`config.mk`:
```
export PLATFORM = sky130hd
export DESIGN_NAME = pipeline_ctrl
export DESIGN_NICKNAME = d
export VERILOG_FILES = /design/src/rtl/pipeline_ctrl_pkg.sv /design/src/rtl/pipeline_ctrl_load_use_detect.sv /design/src/rtl/pipeline_ctrl.sv
export SDC_FILE = /design/constraint.sdc
export NUM_CORES = 1
export LEC_CHECK = 0
export ABC_CLOCK_PERIOD_IN_PS = 2200
export CORE_MARGIN = 5
export CORE_UTILIZATION = 32
export DETAILED_ROUTE_END_ITERATION = 6
export PLACE_DENSITY = 0.77
export SLEW_MARGIN = 20
export SYNTH_ARGS = -nofsm -noshare
export SYNTH_HDL_FRONTEND = slang
export SYNTH_SLANG_ARGS = --single-unit
```
`constraint.sdc`:
```
create_clock -name clk -period 2.2 [get_ports clk]
set_input_delay 0.44 -clock clk [delete_from_list [all_inputs] [get_ports clk]]
set_output_delay 0.44 -clock clk [all_outputs]
set_load 0.02 [all_outputs]
```
`src/rtl/pipeline_ctrl_pkg.sv`:
```
// Shared definitions for the pipeline stall/flush sequencer: stage bit
// positions, FSM state encodings and the stall/flush vector constants.
package pipeline_ctrl_pkg;

    localparam int REG_IDX_W  = 5;
    localparam int NUM_STAGES = 5;

    // Bit positions in the stall/flush vectors, upstream first.
    localparam int STAGE_PC     = 0;
    localparam int STAGE_IF_ID  = 1;
    localparam int STAGE_ID_EX  = 2;
    localparam int STAGE_EX_MEM = 3;
    localparam int STAGE_MEM_WB = 4;

    typedef logic [NUM_STAGES-1:0] stage_vec_t;

    typedef enum logic [1:0] {
        CTRL_RUN      = 2'd0,
        CTRL_MDU_WAIT = 2'd1,
        CTRL_MEM_WAIT = 2'd2
    } ctrl_state_t;

    // A stall holds every register upstream of the stage that receives the bubble.
    localparam stage_vec_t STALL_MEM    = stage_vec_t'((1 << STAGE_MEM_WB) - (1 << STAGE_PC)); // 01111
    localparam stage_vec_t FLUSH_MEM    = stage_vec_t'(1 << STAGE_MEM_WB);                     // 10000
    localparam stage_vec_t STALL_MDU    = stage_vec_t'((1 << STAGE_EX_MEM) - (1 << STAGE_PC)); // 00111
    localparam stage_vec_t FLUSH_MDU    = stage_vec_t'(1 << STAGE_EX_MEM);                     // 01000
    localparam stage_vec_t STALL_LU     = stage_vec_t'((1 << STAGE_ID_EX) - (1 << STAGE_PC));  // 00011
    localparam stage_vec_t FLUSH_LU     = stage_vec_t'(1 << STAGE_ID_EX);                      // 00100
    localparam stage_vec_t FLUSH_BRANCH = stage_vec_t'(1 << STAGE_IF_ID);                      // 00010

endpackage

```
`src/rtl/pipeline_ctrl_load_use_detect.sv`:
```
// Load-use hazard detector: flags an ID instruction that reads the
// destination of a load currently in EX. Register 0 never creates a hazard.
module load_use_detect
    import pipeline_ctrl_pkg::*;
(
    input  logic [REG_IDX_W-1:0] id_rs,
    input  logic [REG_IDX_W-1:0] id_rt,
    input  logic                 id_uses_rs,
    input  logic                 id_uses_rt,
    input  logic                 ex_mem_read,
    input  logic [REG_IDX_W-1:0] ex_write_reg,
    output logic                 hazard
);

    logic rs_match;
    logic rt_match;

    assign rs_match = id_uses_rs && (id_rs == ex_write_reg);
    assign rt_match = id_uses_rt && (id_rt == ex_write_reg);
    assign hazard   = ex_mem_read && (ex_write_reg != '0) && (rs_match || rt_match);

endmodule

```
`src/rtl/pipeline_ctrl.sv`:
```
// Central stall/flush sequencer for the 5-stage pipeline.
// stall/flush are Mealy outputs from the registered FSM state and the
// current hazard inputs. Optional performance counters are built only
// when the macro PIPELINE_PERF_CNT_EN is defined; otherwise both
// counter outputs are tied to zero.
module pipeline_ctrl
    import pipeline_ctrl_pkg::*;
#(
    parameter int MDU_TIMEOUT = 64,
    parameter int MEM_TIMEOUT = 256,
    parameter int CNT_W       = 32
) (
    input  logic                  clk,
    input  logic                  rst,
    input  logic [REG_IDX_W-1:0]  id_rs,
    input  logic [REG_IDX_W-1:0]  id_rt,
    input  logic                  id_uses_rs,
    input  logic                  id_uses_rt,
    input  logic                  ex_mem_read,
    input  logic [REG_IDX_W-1:0]  ex_write_reg,
    input  logic                  branch_taken,
    input  logic                  ex_mdu_start,
    input  logic                  mdu_done,
    input  logic                  mem_req,
    input  logic                  mem_ready,
    output logic [NUM_STAGES-1:0] stall,
    output logic [NUM_STAGES-1:0] flush,
    output logic                  busy,
    output logic                  timeout_err,
    output logic [CNT_W-1:0]      perf_stall_cycles,
    output logic [CNT_W-1:0]      perf_flushes
);

    localparam int TMAX = (MDU_TIMEOUT > MEM_TIMEOUT) ? MDU_TIMEOUT : MEM_TIMEOUT;
    localparam int TW   = $clog2(TMAX + 1);
    // The wait counter holds the number of wait cycles already completed,
    // so the last permitted cycle is the one where it equals TIMEOUT-1.
    localparam logic [TW-1:0] MDU_LIM = TW'(MDU_TIMEOUT - 1);
    localparam logic [TW-1:0] MEM_LIM = TW'(MEM_TIMEOUT - 1);

    ctrl_state_t   state;
    ctrl_state_t   state_next;
    logic [TW-1:0] wait_cnt;
    logic          lu_hazard;
    logic          enter_wait;
    logic          timeout_hit;

    load_use_detect u_load_use_detect (
        .id_rs        (id_rs),
        .id_rt        (id_rt),
        .id_uses_rs   (id_uses_rs),
        .id_uses_rt   (id_uses_rt),
        .ex_mem_read  (ex_mem_read),
        .ex_write_reg (ex_write_reg),
        .hazard       (lu_hazard)
    );

    // FSM state register; reset aborts any wait and returns to RUN.
    always_ff @(posedge clk) begin
        if (rst) begin
            state <= CTRL_RUN;
        end else begin
            state <= state_next;
        end
    end

    // Wait-cycle counter and sticky timeout flag.
    always_ff @(posedge clk) begin
        if (rst) begin
            wait_cnt    <= '0;
            timeout_err <= 1'b0;
        end else begin
            if (enter_wait) begin
                wait_cnt <= '0;
            end else if (state != CTRL_RUN) begin
                wait_cnt <= wait_cnt + TW'(1);
            end
            if (timeout_hit) begin
                timeout_err <= 1'b1;
            end
        end
    end

    // Next-state and Mealy stall/flush decode; RUN applies the hazard priority chain.
    always_comb begin
        stall       = '0;
        flush       = '0;
        state_next  = state;
        enter_wait  = 1'b0;
        timeout_hit = 1'b0;
        if (!rst) begin
            case (state)
                CTRL_RUN: begin
                    if (mem_req && !mem_ready) begin
                        stall      = STALL_MEM;
                        flush      = FLUSH_MEM;
                        state_next = CTRL_MEM_WAIT;
                        enter_wait = 1'b1;
                    end else if (ex_mdu_start) begin
                        // A same-cycle mdu_done cannot belong to this operation.
                        stall      = STALL_MDU;
                        flush      = FLUSH_MDU;
                        state_next = CTRL_MDU_WAIT;
                        enter_wait = 1'b1;
                    end else if (lu_hazard) begin
                        stall = STALL_LU;
                        flush = FLUSH_LU;
                    end else if (branch_taken) begin
                        flush = FLUSH_BRANCH;
                    end
                end
                CTRL_MEM_WAIT: begin
                    if (mem_ready || (wait_cnt == MEM_LIM)) begin
                        // Release: the pipeline advances this edge, so a branch
                        // resolved in ID now squashes the wrong-path fetch.
                        timeout_hit = !mem_ready;
                        state_next  = CTRL_RUN;
                        if (branch_taken) begin
                            flush = FLUSH_BRANCH;
                        end
                    end else begin
                        stall = STALL_MEM;
                        flush = FLUSH_MEM;
                    end
                end
                CTRL_MDU_WAIT: begin
                    if (mdu_done || (wait_cnt == MDU_LIM)) begin
                        timeout_hit = !mdu_done;
                        state_next  = CTRL_RUN;
                        if (branch_taken) begin
                            flush = FLUSH_BRANCH;
                        end
                    end else begin
                        stall = STALL_MDU;
                        flush = FLUSH_MDU;
                    end
                end
                default: begin
                    state_next = CTRL_RUN;
                end
            endcase
        end
    end

    assign busy = !rst && (state != CTRL_RUN);

`ifdef PIPELINE_PERF_CNT_EN
    logic [CNT_W-1:0] stall_cnt;
    logic [CNT_W-1:0] flush_cnt;

    // Free-running wrap-around counters of stalled cycles and branch squashes.
    always_ff @(posedge clk) begin
        if (rst) begin
            stall_cnt <= '0;
            flush_cnt <= '0;
        end else begin
            if (|stall) begin
                stall_cnt <= stall_cnt + CNT_W'(1);
            end
            if (flush == FLUSH_BRANCH) begin
                flush_cnt <= flush_cnt + CNT_W'(1);
            end
        end
    end

    assign perf_stall_cycles = stall_cnt;
    assign perf_flushes      = flush_cnt;
`else
    assign perf_stall_cycles = '0;
    assign perf_flushes      = '0;
`endif

endmodule

```
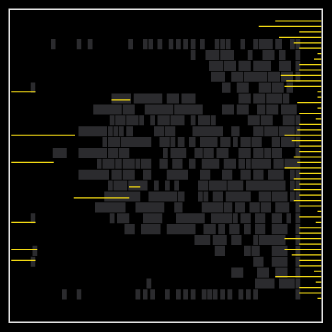
*Metal 3, run 1*
Drawn at 4 px/um.
The layer holds 11% of the routed length. The longest straight run is 15.6 um. The layer carries 363 um of wire. 59 nets have wire on it. The wires run mostly horizontal.
M3 GR Usage: 3.241%
via count: 1,177
Routed WL: 3315 um

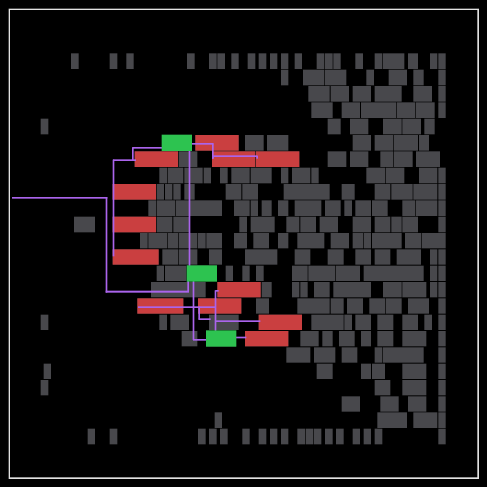
*Clock wires, drivers and flops, run 1*
Drawn at 6 px/um.
clock-net drivers: marked green, count 3. flip-flops: marked red, count 12. clock wires: marked purple, length 175 um.
Position of the flops: middle. There are 4 routed clock nets.
clock skew: 1.407 ps
Clk. pwr: 0.233 mW

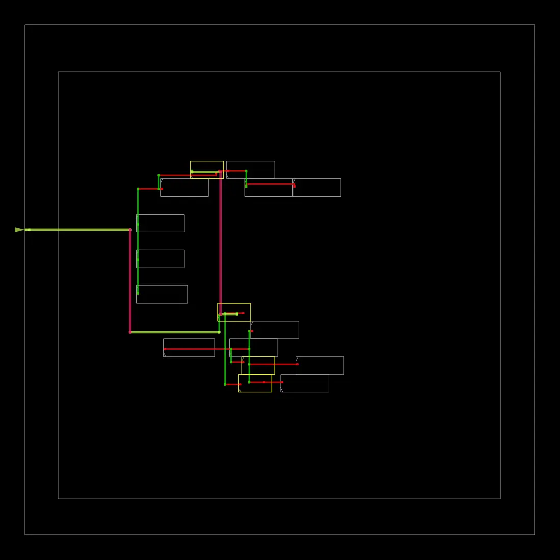
*Clock routing, run 1*
Clock Buffer Count: 4
TritonCTS Buffers: 3
clk_lat worst skew: 240 ps
registers: 12

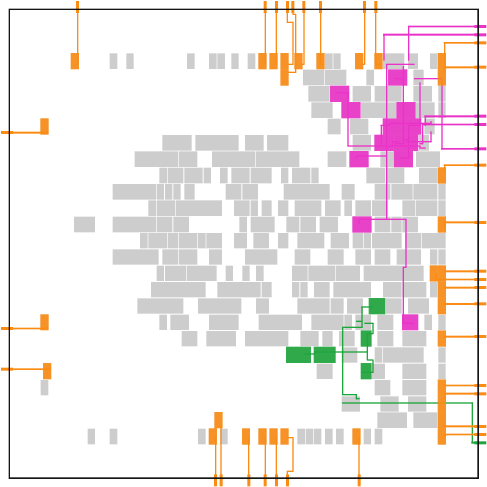
*Wires at chosen ports, followed through buffers, run 1*
Drawn at 6 px/um.
ex_write_reg: marked magenta, bits 5, direction input, edge right, end cells 12, buffers 5, wire 221 um. ex_mdu_start: marked green, bits 1, direction input, edge right, end cells 5, buffers 2, wire 77.1 um. perf_stall_cycles: marked orange, bits 32, direction output, edge 13 right, 9 top, 7 bottom, 3 left, end cells 32, buffers 0, wire 233 um.
IO Port Bufs: 34
io pins: 101

==> flow_metrics.tcl, run 1 <==
# metrics dict for downstream scripts
set metrics [dict create \
    setup_ws_ps -38.61 \
    violations "negative setup slack" \
    seq_area_um2 242.7 \
    ys.flop_type "dfxtp_1" \
    tap_cells 52 \
    min_period_ps 2239 \
    largest_reg_flops 9 \
    n_antenna_cell 0 \
    maxPowerGroup "combinational cells" \
    drt_first_iter_violations 26 \
    status "complete, but fails checks" \
    simple_gate_area_share_pct 20.70 \
    holdWs_ps 462.7 \
    die_w_um 77.90 \
    topCombFamilyByArea "buffers and inverters" \
    setup_viol 3 \
    cp_slowest_stage_delay_ps 420 \
    syn_area_per_cell_um2 8.061 \
    vias_per_cell 3.976 \
    min_path_type "flip-flop to flip-flop" \
    track_usage_pct 10.07 \
    placementRows 24 \
    netlist_instances 183 \
    yosysMostFrequentCell "buf_4" \
]
### Cells colored by class, run 1

Drawn at 4 px/um.
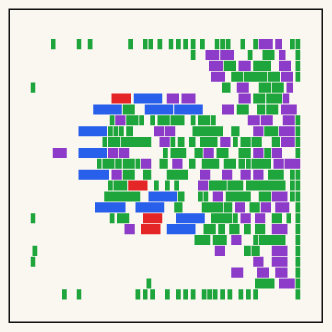

==> run 1 -> run 2 <==
Settings changed: ABC_CLOCK_PERIOD_IN_PS 2200 to 2700, CORE_UTILIZATION 32 to 39, PLACE_DENSITY 0.77 to 0.88.
Clock period 2.2 ns to 2.7 ns, I/O delays scaled along.
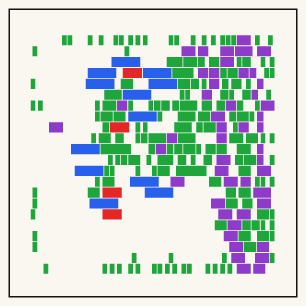
*Cells colored by class, run 2*
Drawn at 4 px/um.
remaining logic cells: marked green, cells 165, share of their area 57%. remaining buffers and delay cells: marked purple, cells 48, share of their area 25%. clock drivers and dummy loads: marked red, cells 4, share of their area 3.3%. registers: marked blue, cells 12, share of their area 14%.
final instance area: 0.001725 mm^2
Core ar.: 0.003661 mm^2
Seq area share: 13.92%
post-route core utilization: 47.13%

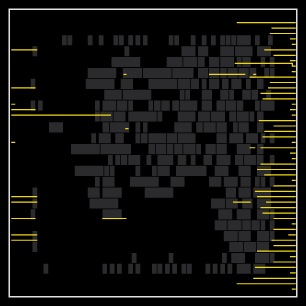
*Metal 3, run 2*
Drawn at 4 px/um.
65 nets have wire on it. The wires run mostly horizontal. The longest straight run is 24.6 um. The layer carries 389 um of wire.
Routed WL: 2949 um
M3 GR Usage: 3.086%
via count: 1,132

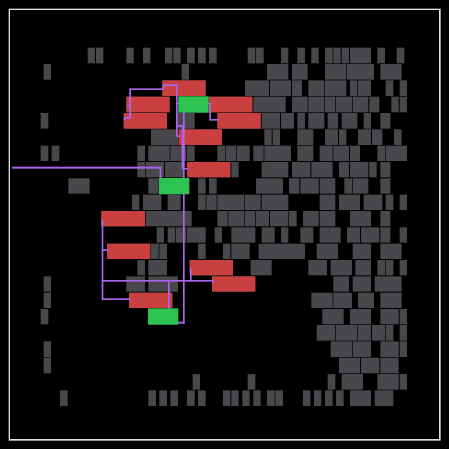
*Clock wires, drivers and flops, run 2*
Drawn at 6 px/um.
Clock power frac: 29.9%
clock skew: 0.6797 ps
Clk. pwr: 0.192 mW

==> flow_metrics.tcl, run 2 <==
# metrics dict for downstream scripts
set metrics [dict create \
    tap_cells 48 \
    top_level_ports 101 \
    syn_area_per_cell_um2 8.061 \
    seq_area_um2 240.2 \
    min_path_type "flip-flop to flip-flop" \
    holdWs_ps 482.1 \
    worst-r2r-setup-slack_ps 750 \
    track_usage_pct 10.35 \
    ys.flop_type "dfxtp_1" \
    yosysMostFrequentCell "buf_4" \
    cp_slowest_stage_delay_ps 460 \
    portBuffers 34 \
    grt_first_pass_wirelength_um 4319 \
    nClkBuffers 4 \
    ys_area_mm2 0.001475 \
    flop-count 12 \
    cts_tree "done" \
    status "finished clean" \
    antenna_found_initial 0 \
    n_antenna_cell 0 \
    vias_per_cell 4.087 \
    cts_inserted_buffers 3 \
    largest_reg_flops 9 \
    top_layer "met4" \
    setup_ws_ps 92.58 \
    topCombFamilyByArea "buffers and inverters" \
    placementRows 22 \
    async_reset_ff_share_pct 0 \
    netlist_instances 183 \
    simple_gate_area_share_pct 20.70 \
    min_period_ps 2607 \
    clk_latency_ps 240 \
    die_w_um 71.50 \
    drt_first_iter_violations 35 \
]
Power and IR drop assume default switching activity.
